File: config.mk
export PLATFORM = sky130hd
export DESIGN_NAME = legv8_mc_ctrl
export DESIGN_NICKNAME = d
export VERILOG_FILES = /design/src/rtl/legv8_ctrl_pkg.sv /design/src/rtl/legv8_opc_decode.sv /design/src/rtl/legv8_mc_ctrl.sv
export SDC_FILE = /design/constraint.sdc
export NUM_CORES = 1
export LEC_CHECK = 0
export ABC_AREA = 1
export CORE_MARGIN = 10
export CORE_UTILIZATION = 40
export DETAILED_ROUTE_END_ITERATION = 10
export PLACE_DENSITY = 0.86
export SLEW_MARGIN = 20
export SYNTH_ARGS = -nofsm -noshare
export SYNTH_HDL_FRONTEND = slang
export SYNTH_SLANG_ARGS = --single-unit
File: constraint.sdc
create_clock -name clk -period 4.15 [get_ports clk]
set_input_delay 0.6225 -clock clk [delete_from_list [all_inputs] [get_ports clk]]
set_output_delay 0.6225 -clock clk [all_outputs]
set_load 0.1 [all_outputs]
File: src/rtl/legv8_ctrl_pkg.sv
// legv8_ctrl_pkg: shared opcodes, FSM states, instruction classes and control codes
// for the legv8_mc_ctrl sequencer.
package legv8_ctrl_pkg;
    localparam logic [10:0] OPC_ADD  = 11'b10001011000;
    localparam logic [10:0] OPC_SUB  = 11'b11001011000;
    localparam logic [10:0] OPC_AND  = 11'b10001010000;
    localparam logic [10:0] OPC_ORR  = 11'b10101010000;
    localparam logic [10:0] OPC_LDUR = 11'b11111000010;
    localparam logic [10:0] OPC_STUR = 11'b11111000000;
    // Prefix-matched opcodes: the remaining low bits belong to the immediate field.
    localparam logic [9:0]  OPC_ADDI = 10'b1001000100;
    localparam logic [5:0]  OPC_B    = 6'b000101;
    localparam logic [7:0]  OPC_CBZ  = 8'b10110100;

    typedef enum logic [2:0] {ST_FETCH, ST_DECODE, ST_EXEC, ST_MEM, ST_WB, ST_TRAP} state_t;
    typedef enum logic [3:0] {
        CLS_ADD, CLS_SUB, CLS_AND, CLS_ORR, CLS_ADDI,
        CLS_LDUR, CLS_STUR, CLS_B, CLS_CBZ, CLS_ILL
    } cls_t;
    typedef enum logic [1:0] {SEU_ALUIMM, SEU_DT, SEU_BR, SEU_CB} seu_t;
    typedef enum logic [1:0] {ALU_ADD, ALU_SUB, ALU_AND, ALU_ORR} alu_op_t;

    function automatic seu_t seu_of(cls_t c);
        return c inside {CLS_LDUR, CLS_STUR} ? SEU_DT :
               c == CLS_B ? SEU_BR : c == CLS_CBZ ? SEU_CB : SEU_ALUIMM;
    endfunction

    function automatic alu_op_t alu_op_of(cls_t c);
        return c inside {CLS_SUB, CLS_CBZ} ? ALU_SUB :
               c == CLS_AND ? ALU_AND : c == CLS_ORR ? ALU_ORR : ALU_ADD;
    endfunction

    function automatic logic alu_src_of(cls_t c);
        return c inside {CLS_ADDI, CLS_LDUR, CLS_STUR};
    endfunction
endpackage

File: src/rtl/legv8_opc_decode.sv
// legv8_opc_decode: combinational opcode classifier; CBZ is recognised only
// when LEGV8_CBZ_EN is defined, otherwise it falls into the illegal class.
module legv8_opc_decode
    import legv8_ctrl_pkg::*;
(
    input  logic [10:0] opc,
    output cls_t        cls,
    output logic        ill
);
`ifdef LEGV8_CBZ_EN
    localparam logic CBZ_EN = 1'b1;
`else
    localparam logic CBZ_EN = 1'b0;
`endif
    always_comb begin
        cls = opc == OPC_ADD  ? CLS_ADD  :
              opc == OPC_SUB  ? CLS_SUB  :
              opc == OPC_AND  ? CLS_AND  :
              opc == OPC_ORR  ? CLS_ORR  :
              opc[10:1] == OPC_ADDI ? CLS_ADDI :
              opc == OPC_LDUR ? CLS_LDUR :
              opc == OPC_STUR ? CLS_STUR :
              opc[10:5] == OPC_B ? CLS_B :
              (CBZ_EN && opc[10:3] == OPC_CBZ) ? CLS_CBZ : CLS_ILL;
        ill = cls == CLS_ILL;
    end
endmodule

File: src/rtl/legv8_mc_ctrl.sv
// legv8_mc_ctrl: multi-cycle FETCH/DECODE/EXEC/MEM/WB control sequencer for LEGv8.
// Optional CBZ support is enabled by defining LEGV8_CBZ_EN.
module legv8_mc_ctrl
    import legv8_ctrl_pkg::*;
(
    input  logic        clk,
    input  logic        rst_n,
    output logic        imem_req,
    input  logic        imem_ack,
    input  logic [31:0] imem_rdata,
    output logic        ir_we,
    input  logic [10:0] instr_opc,
    input  logic        alu_zero,
    output logic [1:0]  seu_sel,
    output logic        alu_src,
    output logic [1:0]  alu_op,
    output logic        dmem_req,
    output logic        dmem_we,
    input  logic        dmem_ack,
    output logic        reg_we,
    output logic        mem_to_reg,
    output logic        pc_we,
    output logic        pc_src,
    output logic        illegal
);
    state_t state, state_nx;
    cls_t   cls_q, dec_cls, cls;
    logic   dec_ill, run_q, act;
    logic   unused_rdata;

    assign unused_rdata = ^imem_rdata;

    legv8_opc_decode u_dec (.opc(instr_opc), .cls(dec_cls), .ill(dec_ill));

    // run_q keeps every request low while rst_n is asserted, although state already sits in FETCH.
    always_ff @(posedge clk or negedge rst_n) begin
        if (!rst_n) begin
            state <= ST_FETCH;
            cls_q <= CLS_ILL;
            run_q <= 1'b0;
        end else begin
            run_q <= 1'b1;
            state <= state_nx;
            if (state == ST_DECODE) cls_q <= dec_cls;
        end
    end

    always_comb begin
        state_nx   = state;
        act        = state inside {ST_DECODE, ST_EXEC, ST_MEM, ST_WB};
        cls        = state == ST_DECODE ? dec_cls : cls_q;
        imem_req   = run_q && state == ST_FETCH;
        ir_we      = imem_req && imem_ack;
        seu_sel    = act ? seu_of(cls) : SEU_ALUIMM;
        alu_src    = act && alu_src_of(cls);
        alu_op     = act ? alu_op_of(cls) : ALU_ADD;
        dmem_req   = state == ST_MEM;
        dmem_we    = dmem_req && cls == CLS_STUR;
        reg_we     = state == ST_WB;
        mem_to_reg = reg_we && cls == CLS_LDUR;
        pc_we      = 1'b0;
        pc_src     = 1'b0;
        illegal    = state == ST_TRAP;
        case (state)
            ST_FETCH:  state_nx = ir_we ? ST_DECODE : ST_FETCH;
            ST_DECODE: state_nx = dec_ill ? ST_TRAP : ST_EXEC;
            ST_EXEC: begin
                if (cls inside {CLS_B, CLS_CBZ}) begin
                    pc_we    = 1'b1;
                    pc_src   = cls == CLS_B || alu_zero;
                    state_nx = ST_FETCH;
                end else begin
                    state_nx = cls inside {CLS_LDUR, CLS_STUR} ? ST_MEM : ST_WB;
                end
            end
            ST_MEM: begin
                pc_we    = dmem_ack && cls == CLS_STUR;
                state_nx = !dmem_ack ? ST_MEM : cls == CLS_LDUR ? ST_WB : ST_FETCH;
            end
            ST_WB: begin
                pc_we    = 1'b1;
                state_nx = ST_FETCH;
            end
            default: state_nx = state;
        endcase
    end
endmodule

==> metrics.cfg <==
[layout]
lay_top_cells = nand2_1 (46), nor2_1 (29), inv_1 (24)
areaGrowthSynthToFinish_pct = 33.4
layout.nets = 249
logic_area_um2 = 683
layout-drive-gt1-share_pct = 28.0
ff_latch_area_um2 = 203
layout.cells.most_common = nand2_1
antennaDiodeCount = 0

[setup_path]
crit_chain = clkdlybuf4s50_1, inv_2, nor2_2, nand3_1, nor2_2, nor2_1, nand2_1, nand2_1, nand2_1, nand2_1, nor2_2, o21ai_1, nor2_1, buf_4
slowest_delay_ns = 0.56
required_ns = 3.53
crit_type = in2out
worst_path_max_delay_cell = clkdlybuf4s50_1
worstReg2RegStart = state[1]
worstSetupEndpointType = output pin
cp_common_cell = nand2_1
reg2reg_depth = 11
worst_setup_path_start_kind = input pin

[floorplan]
coreArea_um2 = 2430
chipArea_um2 = 4900
die_w_um = 70.0
die_h_um = 70.0
initCoreUtil_pct = 41.2

[cts]
cts_resized = 0
clk_pin_slew_ns = 0.05
cts_setup_buffers = 0
htree_levels = 1
cts_buffers = 3
cts_tree = built
cts.path.max_buffers = 2
insertion_delay_ns = 0.26

[logic_synthesis]
postSynthAreaPerCell_um2 = 5.99
fp_nets = 215
yosysSeqAreaShare_pct = 20.3
synth_flops = 8
synthCells = 167
ys_cells = 167

[drt]
drc = 0
ant_nets = 0
detail_route.iter0.violations = 82

[global_route]
grt_max_degree = 12
grt_pass1_wl_mm = 4.49
grt_pass1_vias = 1063
overflow = 0

[sta]
fin_crit_sh_pct = 78.0
min_period_ns = 3.24
drv_slew = 0
worstMarginPinSlew_ns = 0.972
setup_viol = 0
slew_headroom_pct = 35.0

[min_path]
min_from = cls_q[0]
min_to = cls_q[0]
hold_depth = 2

[pwr]
powerDensity_nw_per_um2 = 801

[run_status]
status = complete, no violations

[run]
log.warning_count = 58

## per-stage QoR
step	std cells	util, %	power (mW)	area [um2]	setup WS [ns]
after floorplan	167	-	0.845	1010	0.193
after global placement	226	53.8	0.998	1310	0.920
after CTS	230	54.9	1.08	1340	0.903
final	230	54.9	1.07	1340	0.912
after global routing	230	54.9	1.15	1340	0.642
after detailed placement	226	53.8	1.01	1310	0.907
## critical path, delay by kind of cell
family                 cells  cell delay, ns
AND-OR/OR-AND              1            0.11
AND/OR/NAND/NOR           10            0.95
buffers and inverters      3            0.92
## cells by family (layout without fill, tap and decap cells)
logic type / after synthesis / count (layout) / synth area share [%]
AOI/OAI and AO/OA: 6 / 6 / 3.87
buffers and inverters: 31 / 64 / 12.4
DFF: 8 / 8 / 20.2
other: 1 / 1 / 0.375
and+or+nand+nor: 121 / 121 / 63.1
## where the power goes
part	total (mW)	switching (mW)	internal, mW
clock	0.0679	0.0308	0.0370
sequential	0.134	0.0204	0.114
combinational	0.867	0.642	0.225
total	1.07	0.694	0.376
## worst max-delay path by stage
stage | slack (ns) | depth (start not counted) | endpoint | start
finish | 0.91 | 14 | pc_src | instr_opc[10]
global route | 0.64 | 14 | pc_src | instr_opc[10]
CTS | 0.90 | 14 | pc_src | instr_opc[10]
detailed placement | 0.91 | 14 | pc_src | instr_opc[10]
global placement | 0.92 | 14 | pc_src | instr_opc[10]
floorplan | 0.19 | 7 | pc_we | state[2]
## cell usage after synthesis
cell,n,area [um2]
a21oi_1,1,5.00
a21oi_2,1,8.76
buf_6,1,11.3
conb_1,1,3.75
dfrtp_1,6,150
dfstp_2,2,52.6
inv_1,24,90.1
inv_2,6,22.5
nand2_1,46,173
nand2_2,7,43.8
nand2_4,2,22.5
nand2_8,1,20.0
nand3_1,6,30.0
nand3_2,4,40.0
nand3b_1,1,7.51
nand4_1,2,12.5
nor2_1,30,113
nor2_2,9,56.3
nor2_4,3,33.8
nor2_8,1,20.0
nor3_1,3,15.0
nor3_2,2,20.0
nor4_1,1,6.26
o21ai_0,1,5.00
o21ai_1,1,5.00
o21bai_1,1,7.51
o31ai_1,1,7.51
or2_1,1,6.26
or2_2,2,12.5
## registers in the layout, indices dropped and copies added, names as in the netlist
name   flops
state      3
cls_q      4
run_q      1
## per-layer routing
| metal | global-route usage (%) | wire (um) | up-vias |
|---|---|---|---|
| met1 | 11.3 | 1000 | 484 |
| met5 | 0 | 0 | - |
| met2 | 19.5 | 1260 | 28 |
| li1 | - | - | 569 |
| met3 | 2.40 | 110 | 4 |
| met4 | 3.51 | 40 | 0 |
## final cells by class
class                   instances  area share (%)
flip-flops and latches          8            15.2
well taps                      30            2.81
repair buffers                 30            20.4
multi-input cells             128            51.2
clock buffers                   4            1.97
inverters                      30            8.43
### Close-up of the layout

Window x 43 to 63, y 8 to 28 um. Cells in grey, sequential cells in the stronger grey; small squares are vias.
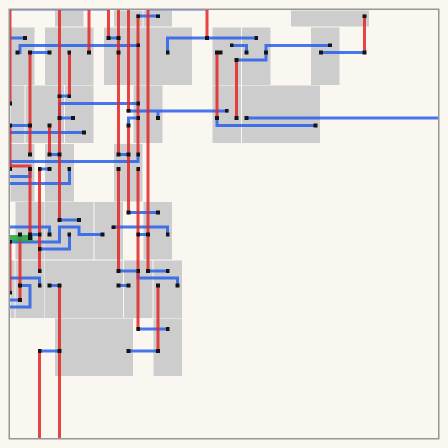
[green] met3
[red] met2
[blue] met1
sequential cells in the window: 0
cells with their middle in the window: 24
most frequent: nand2_1 (8), inv_1 (5), clkdlybuf4s50_1 (3)

### Routed metal, one colour a layer

Scale: 6 px per um.
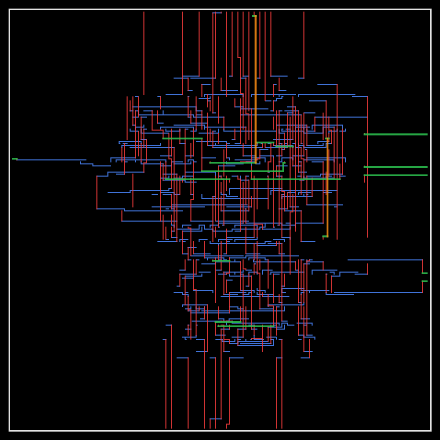
[blue] met1 | wire length: 1000 um
[red] met2 | wire length: 1260 um
[orange] met4 | wire length: 40.8 um
[green] met3 | wire length: 110 um
wire per inst: 10.5 um
Via Count: 1085
Total GRT Usage: 10.5%
Routed WL: 2.42 mm

Power is estimated from default activity; no workload was simulated.
